`config.mk`:
```
export PLATFORM = sky130hd
export DESIGN_NAME = seq_multiplier
export DESIGN_NICKNAME = d
export VERILOG_FILES = /design/src/rtl/seq_multiplier_pkg.sv /design/src/rtl/seq_multiplier_nbit_adder.sv /design/src/rtl/seq_multiplier.sv
export SDC_FILE = /design/constraint.sdc
export NUM_CORES = 1
export LEC_CHECK = 0
export CAP_MARGIN = 20
export CORE_MARGIN = 3
export CORE_UTILIZATION = 57
export CTS_CLUSTER_DIAMETER = 150
export DETAILED_ROUTE_END_ITERATION = 7
export PLACE_DENSITY = 0.8
export SLEW_MARGIN = 20
export SYNTH_ARGS = -nofsm -noshare
export SYNTH_HDL_FRONTEND = slang
export SYNTH_SLANG_ARGS = --single-unit
```
`constraint.sdc`:
```
create_clock -name clk -period 5.7 [get_ports clk]
set_clock_uncertainty 0.1 [all_clocks]
set_input_delay 0.57 -clock clk [delete_from_list [all_inputs] [get_ports clk]]
set_output_delay 0.57 -clock clk [all_outputs]
set_load 0.02 [all_outputs]
```
`src/rtl/seq_multiplier_pkg.sv`:
```
// Shared definitions for the sequential shift-and-add multiplier:
// FSM state encoding and a constant-evaluable ceil(log2) helper.
package seq_multiplier_pkg;

  typedef enum logic [1:0] {
    IDLE = 2'd0,
    RUN  = 2'd1,
    DONE = 2'd2
  } mult_state_e;

  // ceil(log2(value)), never less than 1 so a counter always has a bit.
  function automatic int clog2(input int value);
    int r;
    r = 1;
    for (int i = 1; i < 32; i++) begin
      if ((1 << i) < value) begin
        r = i + 1;
      end
    end
    return r;
  endfunction

endpackage

```
`src/rtl/seq_multiplier_nbit_adder.sv`:
```
// Parametrised ripple-carry adder; one full-adder cell per bit.
module nbit_adder #(
  parameter int WIDTH = 8
) (
  input  logic [WIDTH-1:0] a,
  input  logic [WIDTH-1:0] b,
  input  logic             cin,
  output logic [WIDTH-1:0] sum,
  output logic             cout
);

  logic [WIDTH:0] carry;

  assign carry[0] = cin;

  for (genvar gi = 0; gi < WIDTH; gi++) begin : g_bit
    assign sum[gi]       = a[gi] ^ b[gi] ^ carry[gi];
    assign carry[gi + 1] = (a[gi] & b[gi]) | (carry[gi] & (a[gi] ^ b[gi]));
  end

  assign cout = carry[WIDTH];

endmodule

```
`src/rtl/seq_multiplier.sv`:
```
// Sequential shift-and-add multiplier, one partial product per clock.
// Signed operation multiplies magnitudes and negates the final product.
module seq_multiplier
  import seq_multiplier_pkg::*;
#(
  parameter int WIDTH     = 8,
  parameter bit SIGNED_EN = 1'b1
) (
  input  logic               clk,
  input  logic               rst_n,
  input  logic               start,
  input  logic               signed_mode,
  input  logic [WIDTH-1:0]   a,
  input  logic [WIDTH-1:0]   b,
  output logic               busy,
  output logic               done,
  output logic [2*WIDTH-1:0] p
);

  localparam int CW = clog2(WIDTH);
  localparam logic [CW-1:0] CNT_LOAD = CW'(WIDTH - 1);
  localparam logic [CW-1:0] CNT_ONE  = CW'(1);

  mult_state_e        state_q, state_d;
  logic [WIDTH-1:0]   mcand_q, mcand_d;
  logic [WIDTH-1:0]   mplier_q, mplier_d;
  logic [WIDTH-1:0]   acc_q, acc_d;
  logic [CW-1:0]      cnt_q, cnt_d;
  logic               neg_q, neg_d;
  logic               done_q, done_d;
  logic [2*WIDTH-1:0] p_q, p_d;

  logic               sm_eff;
  logic               a_neg, b_neg;
  logic [WIDTH-1:0]   a_mag, b_mag;
  logic [WIDTH-1:0]   add_b;
  logic [WIDTH-1:0]   add_sum;
  logic               add_cout;
  logic [2*WIDTH-1:0] product;

  // Operand conditioning: magnitudes only when signed mode is effective.
  // The most-negative value negates to itself, which as unsigned is 2^(W-1).
  always_comb begin
    sm_eff = signed_mode & SIGNED_EN;
    a_neg  = sm_eff & a[WIDTH-1];
    b_neg  = sm_eff & b[WIDTH-1];
    a_mag  = a_neg ? -a : a;
    b_mag  = b_neg ? -b : b;
  end

  // Partial product is gated to zero when the multiplier LSB is clear.
  assign add_b = mplier_q[0] ? mcand_q : '0;

  nbit_adder #(
    .WIDTH(WIDTH)
  ) u_acc_adder (
    .a   (acc_q),
    .b   (add_b),
    .cin (1'b0),
    .sum (add_sum),
    .cout(add_cout)
  );

  assign product = {acc_q, mplier_q};

  // Next-state logic: accept in IDLE, iterate in RUN, publish in DONE.
  always_comb begin
    state_d  = state_q;
    mcand_d  = mcand_q;
    mplier_d = mplier_q;
    acc_d    = acc_q;
    cnt_d    = cnt_q;
    neg_d    = neg_q;
    done_d   = 1'b0;
    p_d      = p_q;
    case (state_q)
      IDLE: begin
        if (start) begin
          mcand_d  = a_mag;
          mplier_d = b_mag;
          acc_d    = '0;
          cnt_d    = CNT_LOAD;
          neg_d    = a_neg ^ b_neg;
          state_d  = RUN;
        end
      end
      RUN: begin
        // Shift {carry, acc, multiplier} right; the multiplier register
        // fills with the low product bits as its own bits are consumed.
        acc_d    = {add_cout, add_sum[WIDTH-1:1]};
        mplier_d = {add_sum[0], mplier_q[WIDTH-1:1]};
        cnt_d    = cnt_q - CNT_ONE;
        if (cnt_q == '0) begin
          state_d = DONE;
        end
      end
      DONE: begin
        p_d     = neg_q ? -product : product;
        done_d  = 1'b1;
        state_d = IDLE;
      end
      default: begin
        state_d = IDLE;
      end
    endcase
  end

  // State and datapath registers, cleared asynchronously on reset.
  always_ff @(posedge clk or negedge rst_n) begin
    if (!rst_n) begin
      state_q  <= IDLE;
      mcand_q  <= '0;
      mplier_q <= '0;
      acc_q    <= '0;
      cnt_q    <= '0;
      neg_q    <= 1'b0;
      done_q   <= 1'b0;
      p_q      <= '0;
    end else begin
      state_q  <= state_d;
      mcand_q  <= mcand_d;
      mplier_q <= mplier_d;
      acc_q    <= acc_d;
      cnt_q    <= cnt_d;
      neg_q    <= neg_d;
      done_q   <= done_d;
      p_q      <= p_d;
    end
  end

  assign busy = (state_q != IDLE);
  assign done = done_q;
  assign p    = p_q;

endmodule

```
### Cell classes on the final placement

Scale: 3 px per µm.
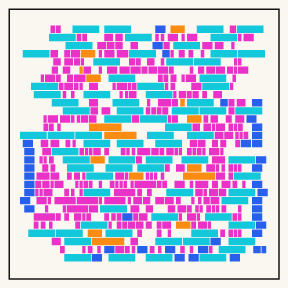
- orange: clock drivers and dummy loads (cells 15; share of their area 5.6%)
- blue: other buffers and delay cells (cells 40; share of their area 8.6%)
- cyan: flops (cells 76; share of their area 42%)
- magenta: combinational and other logic (cells 316; share of their area 44%)
FP Rows: 29
utilization of the core after routing: 70.7%

### Pin map

Scale: 4 px per µm. Pins as bars across the die edge, other pins in grey.
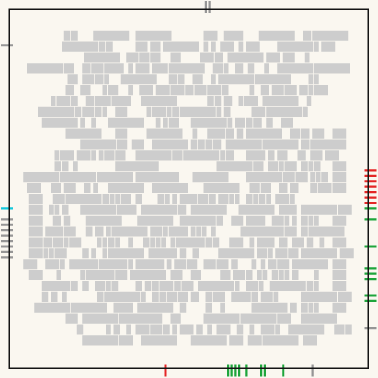
- red: b (pins 8; direction input; edge 7 right, 1 bottom)
- green: p (pins 16; direction output; edge 8 right, 8 bottom)
- cyan: signed_mode (pins 1; direction input; edge left)
- all pins by edge: 16 right, 10 left, 10 bottom, 2 top
count of port buffers added during placement: 37
vertical extent of the die: 89.4 µm
DIE WIDTH: 89.4 µm

==> summary.txt <==
R2R setup slack: 1.79 ns
Switching Power: 218 µW
Total leakage power: 1.95 nW
Sequential Power Share: 48.6%
CP delay by family, top: adder cells
Core utilization at floorplan: 60.7%
Endpoint kind of the worst setup timing path: register
Antenna Violating Nets Remaining: 0
Crit Reg-Reg Startpoint: mplier_q[0]
Pin count of the biggest net entering global routing: 77
Number of antenna violations at the first check in global routing: 0
Dominant cell by count in the synthesized netlist: sky130_fd_sc_hd__dfrtp_1
Clock buffer count from CTS: 9
Clock tree from TritonCTS: yes
Number of stages on the worst setup path: 13
Synthesized chip area reported by yosys: 3960 µm²
Estimated wirelength of the detail-placed design: 5590 µm
Peak fanout along the critical path: 12
Comb power: 45.8 µW
Tightest Hold Check Type: in -> async
Count of synthesis-stage warnings from yosys: 0
Total cells reported by yosys after synthesis: 412
Max VDD drop: 169 µV
Synth async-reset ratio: 100%
Final critical-path required period: 3.91 ns
Top_reg_cell synth: sky130_fd_sc_hd__dfrtp_1
Sequential cell area fraction in the yosys report: 48.0%
Category of the worst setup path launch point: register
Number of pins with negative max-slew slack in the final report: 0
Commonest cells in the netlist: 76 x sky130_fd_sc_hd__dfrtp_1, 66 x sky130_fd_sc_hd__nand2_1, 47 x sky130_fd_sc_hd__o21ai_0
Setup TNS: 0 ns
Total Die Area: 7990 µm²
Slowest cell on the critical path: sky130_fd_sc_hd__dfrtp_1
Req. time, crit path: 5.80 ns
Share of total power in the clock network: 47.3%
Number of placed I/O pins: 38
Share of the synthesized area in the top cell type: 48.0%
Count of filler cells inserted in the layout: 511
Series of cell instances along the critical path: and2_1 -> ha_1 -> inv_1 -> fa_1 -> fa_1 -> fa_1 -> fa_1 -> fa_1 -> inv_1 -> fa_1 -> inv_1 -> fa_1 -> o21ai_0
Buffer depth of the longest clock path: 2
Share of power burned in combinational logic: 4.1%
Nets: 475
Buffer type at the clock tree root: sky130_fd_sc_hd__clkbuf_8
Data arrival, critical path: 4.01 ns
Clock Power: 524 µW
Area overhead of the layout relative to synthesis: 16.5%
Internal power: 891 µW
Outcome: finished clean
R2r endpoint: acc_q[6]
H-tree levels: 3
sequential cells by signal, indices dropped and copies added (netlist names):
signal and cells:
mplier_q 8, state_q 2, mcand_q 8, p 16, neg_q 1, acc_q 8, done 1, cnt_q 32
worst max-delay path by stage:
stage	start	endpoint	slack (ns)
6_report	mplier_q[0]	acc_q[6]	1.79
5_1_grt	mplier_q[0]	acc_q[6]	1.65
4_1_cts	mplier_q[0]	acc_q[6]	1.80
3_5_place_dp	mplier_q[0]	acc_q[6]	1.84
3_3_place_gp	mplier_q[0]	acc_q[6]	1.90
2_1_floorplan	mplier_q[0]	acc_q[6]	1.91
stage by stage:
step	power [mW]	setup slack (ns)	instances	hold WS (ns)	instance area, µm²
after floorplan	0.564	1.91	412	0.174	3960
after global placement	0.594	1.90	509	0.357	4370
after detailed placement	0.595	1.84	509	0.369	4370
after CTS	1.12	1.80	524	0.380	4620
after global routing	1.15	1.65	524	0.395	4620
final	1.11	1.79	524	0.345	4620
kinds of logic (layout without fill, tap and decap cells):
logic type	after synthesis	count (layout)	synth area share, %
fa+ha+maj	12	12	5.11
simple gates	151	151	18.7
xor+xnor	25	25	5.52
flops	76	76	48.0
buf+inv	40	75	3.98
compound gates	92	92	14.6
mux	16	16	4.04
area by class of cell:
cell class                 instances  area [µm²]  share of cell area (%)
clock buffer                      10         128                    2.76
clock inverter                     5         125                    2.71
inverter                          20        75.1                    1.63
multi-input combinational        296        1900                    41.2
sequential                        76        1900                    41.2
tap                               77        96.3                    2.09
timing repair buffer              40         388                    8.40
layer usage:
metal	part of all wire, %	vias to the layer above	track usage (%)
li1	-	1515	-
met2	45	83	34.7
met1	47	1488	31.1
met3	4.6	19	4.06
met5	0	-	0
met4	2.5	0	11.0
No activity file was given, so power comes from the tool's default toggle rates.
